<file path="src/rtl/alu_operand_stage.sv">
// ALU operand stage: forwards in-flight results onto rs1/rs2, selects the A/B
// operands by RV32I opcode and holds them in a two-entry valid/ready skid buffer.
module alu_operand_stage #(
    parameter int XLEN    = 32,
    parameter int REG_AW  = 5,
    parameter int NUM_FWD = 2
) (
    input  logic                      clk,
    input  logic                      rst_n,
    input  logic                      in_valid,
    output logic                      in_ready,
    input  logic [6:0]                opcode,
    input  logic [REG_AW-1:0]         rs1_addr,
    input  logic [REG_AW-1:0]         rs2_addr,
    input  logic [XLEN-1:0]           rs1_data,
    input  logic [XLEN-1:0]           rs2_data,
    input  logic [XLEN-1:0]           imm,
    input  logic [XLEN-1:0]           pc,
    input  logic [NUM_FWD-1:0]        fwd_valid,
    input  logic [NUM_FWD*REG_AW-1:0] fwd_addr,
    input  logic [NUM_FWD*XLEN-1:0]   fwd_data,
    input  logic                      flush,
    output logic                      out_valid,
    input  logic                      out_ready,
    output logic [XLEN-1:0]           alu_a,
    output logic [XLEN-1:0]           alu_b,
    output logic [6:0]                out_opcode,
    output logic                      out_illegal
);

    localparam logic [6:0] OP_R      = 7'b0110011;
    localparam logic [6:0] OP_I      = 7'b0010011;
    localparam logic [6:0] OP_LOAD   = 7'b0000011;
    localparam logic [6:0] OP_JALR   = 7'b1100111;
    localparam logic [6:0] OP_STORE  = 7'b0100011;
    localparam logic [6:0] OP_JAL    = 7'b1101111;
    localparam logic [6:0] OP_BRANCH = 7'b1100011;
    localparam logic [6:0] OP_LUI    = 7'b0110111;
    localparam logic [6:0] OP_AUIPC  = 7'b0010111;

    localparam logic [XLEN-1:0]   XZERO = {XLEN{1'b0}};
    localparam logic [XLEN-1:0]   LUI_SHAMT = {{(XLEN-4){1'b0}}, 4'd12};
    localparam logic [REG_AW-1:0] RZERO = {REG_AW{1'b0}};

    logic [XLEN-1:0] rs1_eff_s, rs2_eff_s;
    logic            rs1_hit_s, rs2_hit_s;
    logic [XLEN-1:0] new_a_s, new_b_s;
    logic            new_ill_s;

    logic            accept_s, drain_s;
    logic            out_load_s, out_from_skid_s, skid_load_s;
    logic            out_vld_d, skid_vld_d;

    logic            out_vld_q, skid_vld_q, in_rdy_q;
    logic [XLEN-1:0] out_a_q, out_b_q, skid_a_q, skid_b_q;
    logic [6:0]      out_opc_q, skid_opc_q;
    logic            out_ill_q, skid_ill_q;

    // Forwarding: lowest-index (youngest) matching source wins; x0 never forwards.
    always_comb begin
        rs1_eff_s = rs1_data;
        rs2_eff_s = rs2_data;
        rs1_hit_s = 1'b0;
        rs2_hit_s = 1'b0;
        for (int i = 0; i < NUM_FWD; i++) begin
            if (!rs1_hit_s && fwd_valid[i] && (rs1_addr != RZERO) &&
                (fwd_addr[i*REG_AW +: REG_AW] == rs1_addr)) begin
                rs1_eff_s = fwd_data[i*XLEN +: XLEN];
                rs1_hit_s = 1'b1;
            end else begin
                rs1_hit_s = rs1_hit_s;
            end
            if (!rs2_hit_s && fwd_valid[i] && (rs2_addr != RZERO) &&
                (fwd_addr[i*REG_AW +: REG_AW] == rs2_addr)) begin
                rs2_eff_s = fwd_data[i*XLEN +: XLEN];
                rs2_hit_s = 1'b1;
            end else begin
                rs2_hit_s = rs2_hit_s;
            end
        end
    end

    // Operand selection by major opcode; unknown opcodes flow through flagged illegal.
    always_comb begin
        new_a_s   = XZERO;
        new_b_s   = XZERO;
        new_ill_s = 1'b0;
        case (opcode)
            OP_R: begin
                new_a_s = rs1_eff_s;
                new_b_s = rs2_eff_s;
            end
            OP_I, OP_LOAD, OP_JALR, OP_STORE: begin
                new_a_s = rs1_eff_s;
                new_b_s = imm;
            end
            OP_JAL, OP_BRANCH: begin
                new_a_s = pc;
                new_b_s = imm;
            end
            OP_LUI: begin
                new_a_s = imm;
                new_b_s = LUI_SHAMT;
            end
            OP_AUIPC: begin
                new_a_s = imm;
                new_b_s = pc;
            end
            default: begin
                new_ill_s = 1'b1;
            end
        endcase
    end

    // Skid-buffer control: OUT drains first, SKID refills OUT, new entries land behind.
    always_comb begin
        accept_s        = in_valid && in_rdy_q && !flush;
        drain_s         = out_vld_q && out_ready;
        out_vld_d       = out_vld_q;
        skid_vld_d      = skid_vld_q;
        out_load_s      = 1'b0;
        out_from_skid_s = 1'b0;
        skid_load_s     = 1'b0;
        if (flush) begin
            out_vld_d  = 1'b0;
            skid_vld_d = 1'b0;
        end else if (!out_vld_q || drain_s) begin
            if (skid_vld_q) begin
                out_load_s      = 1'b1;
                out_from_skid_s = 1'b1;
                out_vld_d       = 1'b1;
                skid_load_s     = accept_s;
                skid_vld_d      = accept_s;
            end else begin
                out_load_s = accept_s;
                out_vld_d  = accept_s;
            end
        end else begin
            if (accept_s) begin
                skid_load_s = 1'b1;
                skid_vld_d  = 1'b1;
            end else begin
                skid_vld_d = skid_vld_q;
            end
        end
    end

    // Valid bits and registered ready, derived from next-state SKID occupancy.
    always_ff @(posedge clk or negedge rst_n) begin
        if (!rst_n) begin
            out_vld_q  <= 1'b0;
            skid_vld_q <= 1'b0;
            in_rdy_q   <= 1'b1;
        end else begin
            out_vld_q  <= out_vld_d;
            skid_vld_q <= skid_vld_d;
            in_rdy_q   <= !skid_vld_d;
        end
    end

    // Data registers load only on capture so held outputs stay stable under stall.
    always_ff @(posedge clk or negedge rst_n) begin
        if (!rst_n) begin
            out_a_q    <= XZERO;
            out_b_q    <= XZERO;
            out_opc_q  <= 7'd0;
            out_ill_q  <= 1'b0;
            skid_a_q   <= XZERO;
            skid_b_q   <= XZERO;
            skid_opc_q <= 7'd0;
            skid_ill_q <= 1'b0;
        end else begin
            if (out_load_s) begin
                if (out_from_skid_s) begin
                    out_a_q   <= skid_a_q;
                    out_b_q   <= skid_b_q;
                    out_opc_q <= skid_opc_q;
                    out_ill_q <= skid_ill_q;
                end else begin
                    out_a_q   <= new_a_s;
                    out_b_q   <= new_b_s;
                    out_opc_q <= opcode;
                    out_ill_q <= new_ill_s;
                end
            end
            if (skid_load_s) begin
                skid_a_q   <= new_a_s;
                skid_b_q   <= new_b_s;
                skid_opc_q <= opcode;
                skid_ill_q <= new_ill_s;
            end
        end
    end

    assign in_ready    = in_rdy_q;
    assign out_valid   = out_vld_q;
    assign alu_a       = out_a_q;
    assign alu_b       = out_b_q;
    assign out_opcode  = out_opc_q;
    assign out_illegal = out_ill_q;

endmodule

</file>
<file path="config.mk">
export PLATFORM = sky130hd
export DESIGN_NAME = alu_operand_stage
export DESIGN_NICKNAME = d
export VERILOG_FILES = /design/src/rtl/alu_operand_stage.sv
export SDC_FILE = /design/constraint.sdc
export NUM_CORES = 1
export LEC_CHECK = 0
export ABC_AREA = 1
export CAP_MARGIN = 0
export CORE_MARGIN = 5
export CORE_UTILIZATION = 49
export DETAILED_ROUTE_END_ITERATION = 16
export PLACE_DENSITY = 0.85
export SYNTH_ARGS = -nofsm -noshare
export SYNTH_HDL_FRONTEND = slang
export SYNTH_SLANG_ARGS = --single-unit
</file>
<file path="constraint.sdc">
create_clock -name clk -period 2.1 [get_ports clk]
set_clock_uncertainty 0.1 [all_clocks]
set_input_delay 0.42 -clock clk [delete_from_list [all_inputs] [get_ports clk]]
set_output_delay 0.42 -clock clk [all_outputs]
set_load 0.005 [all_outputs]
</file>
**Run 1: floorplan with the power grid**

Pins as bars on the die edge. Tap cells in gray.
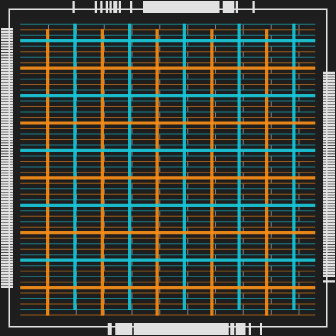
color	net
cyan	VDD
orange	VSS
met1 rails	54
rows	53
tap cells	275
signal pins	300

**Run 1: placed cells, one color a class**

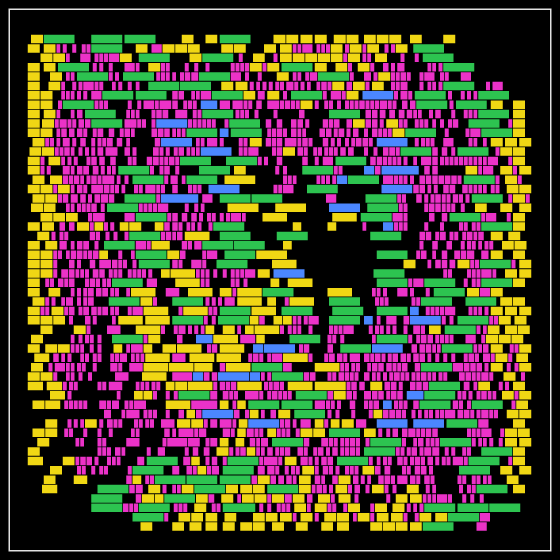
color	class	cells	share of their area
magenta	all other logic	1423	43%
blue	clock drivers and dummy loads	32	4.1%
yellow	other buffers and delay cells	383	28%
green	flops	147	25%

==> flow_metrics.tcl, run 1 <==
# collected from the flow reports
set metrics [dict create \
    period_needed_ns 2.00 \
    cts_buffer_depth 2 \
    ys_sh_xor_pct 0 \
    async_flop_share_pct 100 \
    combPwrFrac_pct 21.8 \
    wl_mm 40.8 \
    crit_family "buffers and inverters" \
    edf_count 0 \
    switching_power_uw 2290 \
    dieArea_um2 24500 \
    met3_usage_pct 7.55 \
    dr_total_vias 12488 \
    met1Wirelength_mm 14.6 \
    timing.hold.ws_ns 0.369 \
    adder_share_pct 0 \
    synth_area_um2 10500 \
    numPortBuffers 299 \
    slew_viol_final 0 \
    switching_share_pct 28.4 \
    pg_comb_uw 1760 \
    io_pins 300 \
    p_leak_uw 0.00854 \
    ys_sh_simple_pct 35.8 \
    worst_pin_slew_ns 0.442 \
    area_growth_pct 44.7 \
    final_core_util_pct 72.3 \
    crit_fanout 24 \
    powerSeq_uw 3160 \
    grt_pass1_wl_mm 61.9 \
    power_density_nw_per_um2 531 \
    critPathCaptureType "register" \
    clkSinkCount 147 \
    slowest_stage "clkdlybuf4s50_1" \
    ys_seq_share_pct 34.9 \
    seqPwrFrac_pct 39.1 \
    period_used_pct 95.3 \
    htreeDepth 4 \
    die-width_um 157 \
    cts_buffers 17 \
    cp_num_buf_inv 4 \
    gr-usage-met2_pct 52.6 \
    max_freq_mhz 500 \
    ir_drop_v 0.000472 \
    ant_nets 0 \
    aoi_share_pct 10.4 \
    p_int_uw 5800 \
    antennaDiodeCount 0 \
    grt_max_degree 59 \
    place_hpwl_mm 29.3 \
    top_cell "nand2_1" \
    rsz0062_at_grt "true" \
    reg2reg_depth 9 \
    wl_met2_mm 19.1 \
    cap_violations 0 \
    yosysTopAreaCell "dfrtp_1" \
    track_usage_pct 31.7 \
    setup.worst_path.class "in -> reg" \
    initCoreUtil_pct 50.0 \
    synth.avg_cell_area_um2 6.35 \
    instances_no_fill 2260 \
    nets 2198 \
    drtIter0Drc 1355 \
    first_pass_iters 7 \
    yosys_cells 1660 \
    use_met1_pct 39.1 \
    dp.cells 2219 \
    ys_ff 147 \
    viasPerCell 5.53 \
    reg2reg_from "in_ready" \
    final_cell_mix "528 x nand2_1, 340 x inv_1, 291 x clkdlybuf4s50_1" \
    ys_warn_count 0 \
    max_stage_delay_ns 0.49 \
    antenna_found_initial 0 \
    std_cell_rows 53 \
    fp_nets 1886 \
    cp.required_ns 2.31 \
    slew_headroom_pct 70.5 \
    lay_top_count "nand2_1" \
    setup_slack_ns 0.0992 \
    clkSlewWorstSetupHoldPaths_ns 0.07 \
    cts_tree "built" \
    power_leader "the clock network" \
    grt_pass1_vias 12304 \
    ff_type "dfrtp_1" \
    ctsRootBufferMaster "clkbuf_16" \
    worstPathCellList "clkdlybuf4s50_1, inv_2, nand2_1, nor2_4, nor2_4, buf_12, nand2_4, buf_12, nand3_1, nand3_1, nand2_1, nand2_1, nand2_1" \
    status "completed" \
    worstHoldPathType "in -> async" \
    top_cell_area_share_pct 34.7 \
    r2r_end "alu_a[21]" \
    top_cells_by_count "530 x nand2_1, 343 x inv_1, 256 x nand3_1, 146 x dfrtp_1, 64 x a22o_1" \
    top_layer "met4" \
    start_kind "primary input" \
    logic_family "simple AND/OR/NAND/NOR gates" \
    hold_viol 0 \
    ys_types 29 \
    chipHeight_um 157 \
    tool_warnings 27 \
    gp_congestion 0.932 \
]
**Run 1: clock network drawn from the DEF**

Bar = 50 um.
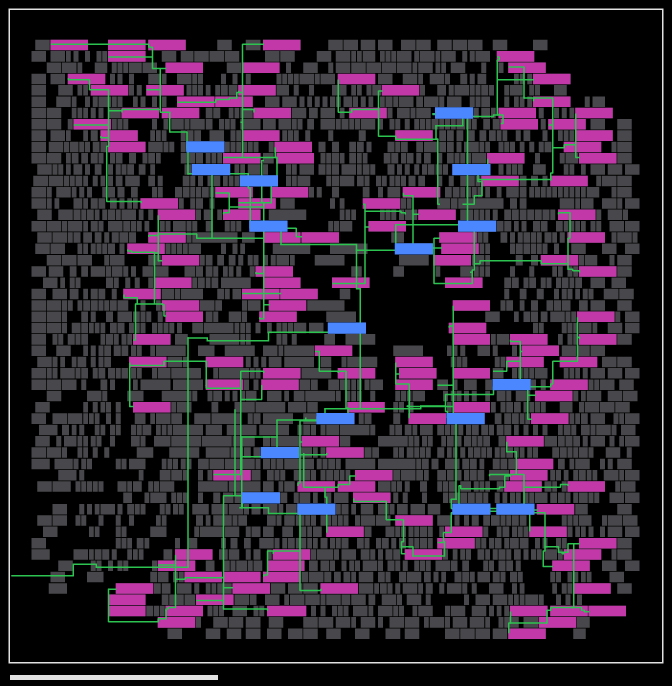
[blue] cells driving clock nets | count: 17
[green] clock wires | length: 1980 um
[magenta] flip-flops | count: 147
routed clock nets	18
Clock Power: 3170 uW
Clock power frac: 39.2%

-- run 1: state kept, by name, indices dropped and copies added, names as in the netlist --
register and flops:
out_valid 1, skid_opc_q 7, skid_vld_q 1, alu_a 32, skid_ill_q 1, skid_a_q 32
out_illegal 1, skid_b_q 32, out_opcode 7, in_ready 1, alu_b 32
-- run 1: worst register-to-register path, delay by kind of cell (launching register included) --
family / cells / cell delay, ns
AND-OR/OR-AND: 1 / 0.23
flip-flops: 1 / 0.54
AND/OR/NAND/NOR: 5 / 0.47
buffers and inverters: 3 / 0.38
-- run 1: cell type report --
class	count	area [um^2]	share of cell area, %
Tap cell	275	344	2.26
Timing Repair Buffer	383	4210	27.6
Clock inverter	12	143	0.935
Clock buffer	20	467	3.06
Sequential cell	147	3680	24.1
Multi-Input combinational cell	1026	4920	32.3
Inverter	397	1490	9.77
-- run 1: worst max path at each step --
| stage | startpoint | end | slack (ns) | depth (start not counted) |
|---|---|---|---|---|
| finish | rs2_addr[2] | alu_b[25] | 0.1 | 13 |
| global route | fwd_addr[3] | alu_a[28] | -0.02 | 13 |
| CTS | fwd_addr[3] | alu_a[3] | 0.1 | 13 |
| detailed placement | fwd_addr[3] | alu_b[8] | -0.33 | 13 |
| global placement | fwd_addr[3] | skid_b_q[20] | -0.33 | 13 |
| floorplan | in_ready | alu_b[31] | 0.43 | 10 |
-- run 1: timing repair --
action | 4_1_cts | 5_1_grt
setup endpoints to repair | 0 | 76
gates resized | 0 | 22
hold endpoints to repair | 37 | 0
hold buffers | 1 | 0
buffers inserted | 0 | 3
-- run 1: stage by stage --
step	setup TNS, ns	area, um^2	power, uW
after floorplan	0	10500	3850
after global placement	-33.10	14400	4850
after detailed placement	-34.60	14400	4880
after CTS	0	15000	8030
after global routing	-0.0911	15200	8400
final	0	15200	8090
==> run 1 -> run 2 <==
CORE_ASPECT_RATIO = 1.1   (was default)
SKIP_CTS_REPAIR_TIMING = 1   (was default)
**Run 2: wiring by layer**

Bar = 50 um.
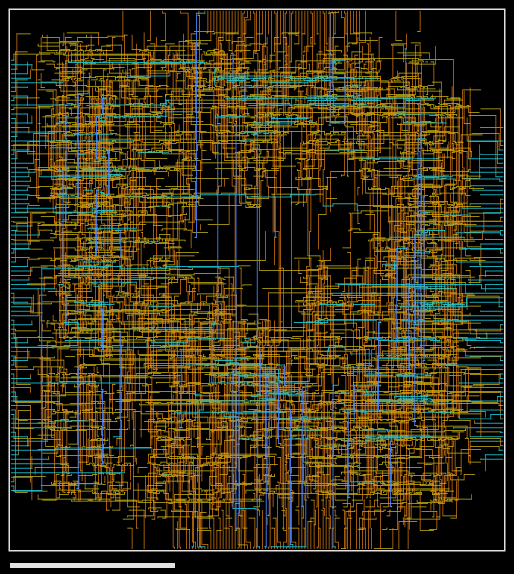
color	layer	wire length
cyan	met3	3660 um
blue	met4	1880 um
yellow	met1	14400 um
orange	met2	18800 um
WL/cell: 17.1 um
gr usage total: 31.0%

**Run 2: placed cells, one color a class**

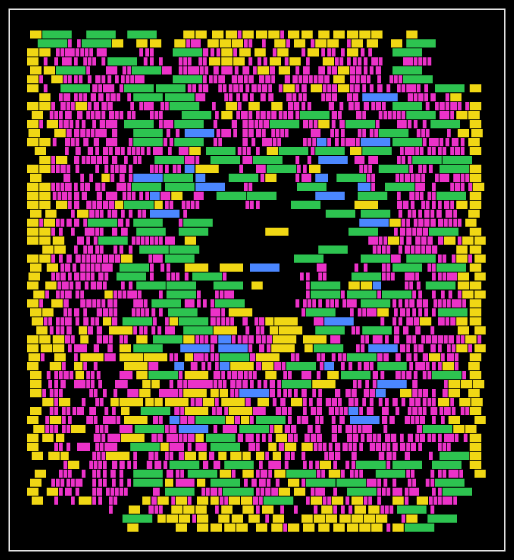
color	class	cells	share of their area
magenta	all other logic	1423	44%
green	flops	147	25%
blue	clock drivers and dummy loads	32	4.0%
yellow	other buffers and delay cells	370	27%
Rows: 56
finished layout cell area: 14900 um^2
Core ar.: 21200 um^2
Seq area share: 24.6%

==> run 2 against run 1 <==
- sequential power barely moved
- critical path depth grew 1
- via count down 3.1%
- global-route usage down 0.69 points
- final area decreased by 2.0%
- synthesized cell count did not move
- non-clock buffer count decreased by 13
- core utilization decreased by 1.9 points
- combinational power is 5% lower
- sequential cell count unchanged
- critical path type unchanged
==> flow_metrics.tcl, run 2 <==
# collected from the flow reports
set metrics [dict create \
    top_cell_area_share_pct 34.7 \
    fp_nets 1886 \
    ys_types 29 \
    fillers 1729 \
    antenna_found_initial 1 \
    gp_congestion 0.970 \
    top_cell "nand2_1" \
    drtIter0Drc 1040 \
    power_uw 7900 \
    ys_seq_share_pct 34.9 \
    status "completed" \
    layout-drive-gt1-share_pct 9.69 \
    clock_area_share_pct 3.91 \
    drc 0 \
    wl_mm 38.7 \
    clkSinkCount 147 \
    ant_nets 0 \
    io_pins 300 \
    nets 2185 \
    nMultiInputCombCells 1026 \
    ir_drop_v 0.000522 \
    ys_warn_count 0 \
    syn_inst 1660 \
    cp.required_ns 2.32 \
    final_cell_mix "529 x nand2_1, 341 x inv_1, 297 x clkdlybuf4s50_1" \
    htreeDepth 4 \
    ff_type "dfrtp_1" \
    flop_area_um2 3680 \
    period_used_pct 94.8 \
    slowest_stage "clkdlybuf4s50_1" \
    cts_buffers 17 \
    first_pass_iters 7 \
    ys_ff 147 \
    top_cells_by_count "530 x nand2_1, 343 x inv_1, 256 x nand3_1, 146 x dfrtp_1, 64 x a22o_1" \
    worstPathArrival_ns 2.21 \
    grt_pass1_vias 11786 \
    cts_tree "built" \
    cpMostUsedCell "nand2_1" \
    dp.cells 2229 \
    clkSlewWorstSetupHoldPaths_ns 0.07 \
    largest_cell_class "logic gates" \
    buffers 370 \
    hold_viol 0 \
    synth_area_um2 10500 \
    setup.worst_path.class "in -> reg" \
    synth.avg_cell_area_um2 6.35 \
    reg2reg_from "out_valid" \
    rrSetupSlack_ns 0.30 \
    instances_no_fill 2264 \
    grt_overflow 0 \
    hold_start "skid_b_q[5]" \
    grt_pass1_wl_mm 60.2 \
    cts_buffer_depth 2 \
    ctsRootBufferMaster "clkbuf_16" \
    area_growth_pct 41.7 \
    setup_viol 0 \
    period_needed_ns 1.99 \
    yosysTopAreaCell "dfrtp_1" \
    p_leak_uw 0.00836 \
    worstHoldPathType "reg -> reg" \
    dr_total_vias 12097 \
    comb_area_share_pct 32.9 \
    nWellTaps 290 \
    grt_max_degree 57 \
    async_flop_share_pct 100 \
    start_kind "primary input" \
    r2r_end "skid_opc_q[4]" \
    setup_slack_ns 0.108 \
    placed_area_um2 14300 \
    whs_path_depth 2 \
    reg2reg_depth 7 \
    logic_area_um2 4910 \
    place_ws_ns -0.302 \
    flops 147 \
    nClkBuffers 17 \
    cap_violations 0 \
    min_to "skid_b_q[5]" \
    slew_viol_final 0 \
    inv_count 397 \
    critPathCaptureType "register" \
    power_density_nw_per_um2 529 \
    die-width_um 150 \
    antennaDiodeCount 2 \
    chipHeight_um 164 \
    initCoreUtil_pct 49.6 \
    area_leaders "dfrtp_1 35%, nand2_1 19%, inv_1 12%" \
    place_hpwl_mm 27.8 \
    yosysChipArea_um2 10500 \
    max_stage_delay_ns 0.53 \
    max_freq_mhz 502 \
    yosys_cells 1660 \
    dieArea_um2 24500 \
    layout.nonclk_buf_share_pct 26.2 \
    worstPathCellList "clkdlybuf4s50_1, inv_2, buf_4, nand2_1, nand2_1, nand2_1, nor2_4, nand2_4, buf_12, nand3_1, nand3_1, nand2_1, nand2_1, nand2_1" \
    viasPerCell 5.34 \
    slew_headroom_pct 53.4 \
    numPortBuffers 299 \
    tool_warnings 26 \
    lay_top_count "nand2_1" \
    edf_count 0 \
    rsz0062_at_grt "false" \
    worst_pin_slew_ns 0.699 \
    crit_fanout 26 \
]
**Run 2: clock network drawn from the DEF**

Bar = 50 um.
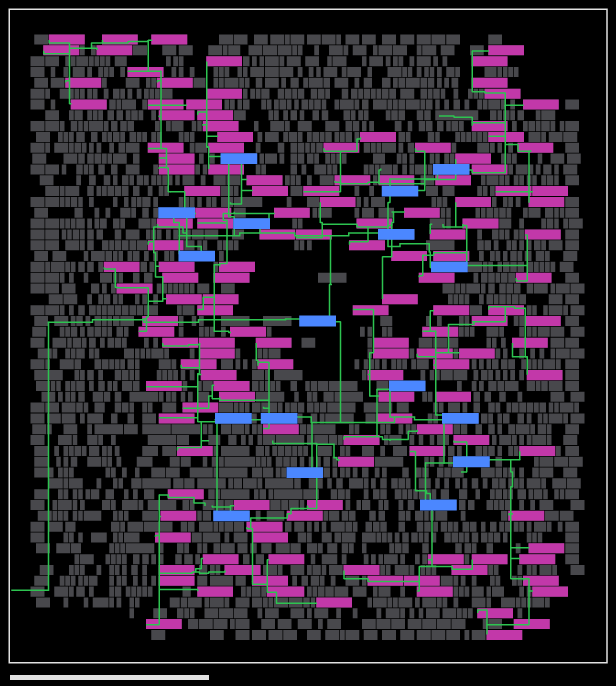
[green] clock wires | length: 1910 um
[blue] cells driving clock nets | count: 17
[magenta] flip-flops | count: 147
flops lie	all over the die
routed clock nets	18
Insertion Delay late pin: 0.43 ns
Clock power frac: 38.6%

==> run 2: cell counts after synthesis <==
Identical to the previous run, type by type.
==> run 2: worst max-delay path by stage <==
stage	end	cells past startpoint	startpoint	slack, ns
CTS	in_ready	1	in_ready	0.10
finish	alu_a[11]	14	rs1_addr[4]	0.11
global placement	alu_a[16]	13	fwd_addr[7]	-0.29
floorplan	alu_b[31]	10	in_ready	0.43
detailed placement	skid_a_q[28]	14	rs1_addr[4]	-0.30
global route	alu_b[0]	13	fwd_addr[3]	0.002
==> run 2: kinds of logic (layout without fill, tap and decap cells) <==
logic type	count (synthesis)	after routing	synth area share, %
buffers and inverters	487	799	18.9
DFF	147	147	34.9
and+or+nand+nor	871	871	35.8
AOI/OAI and AO/OA	155	155	10.4
other	0	2	0
==> run 2: power by group <==
group          switching [uW]  leakage (uW)  total (uW)  internal [uW]
sequential                129       0.00200        3160           3030
combinational             826       0.00607        1680            859
clock                    1370      0.000286        3050           1690
total                    2320       0.00836        7900           5580
==> run 2: worst max-delay path: cells and delay by family <==
kind	cells	cell delay [ns]
buffers and inverters	4	0.92
and+or+nand+nor	10	0.85
==> run 2: metrics by stage <==
stage / setup TNS (ns) / hold slack (ns) / utilization, %
floorplan: 0 / 0.0244 / -
global placement: -29.54 / 0.300 / 67.5
detailed placement: -31.46 / 0.300 / 67.5
CTS: 0 / -0.161 / 70.3
global route: 0 / 0.396 / 70.4
finish: 0 / 0.383 / 70.4
==> run 2: metal layers <==
layer	vias up	wire length, um	global-route usage (%)
li1	5677	-	-
met1	5541	14400	37.3
met2	731	18800	52.9
met3	148	3660	5.74
met4	0	1880	16.2
met5	-	0	0
Power is estimated from default activity; no workload was simulated.
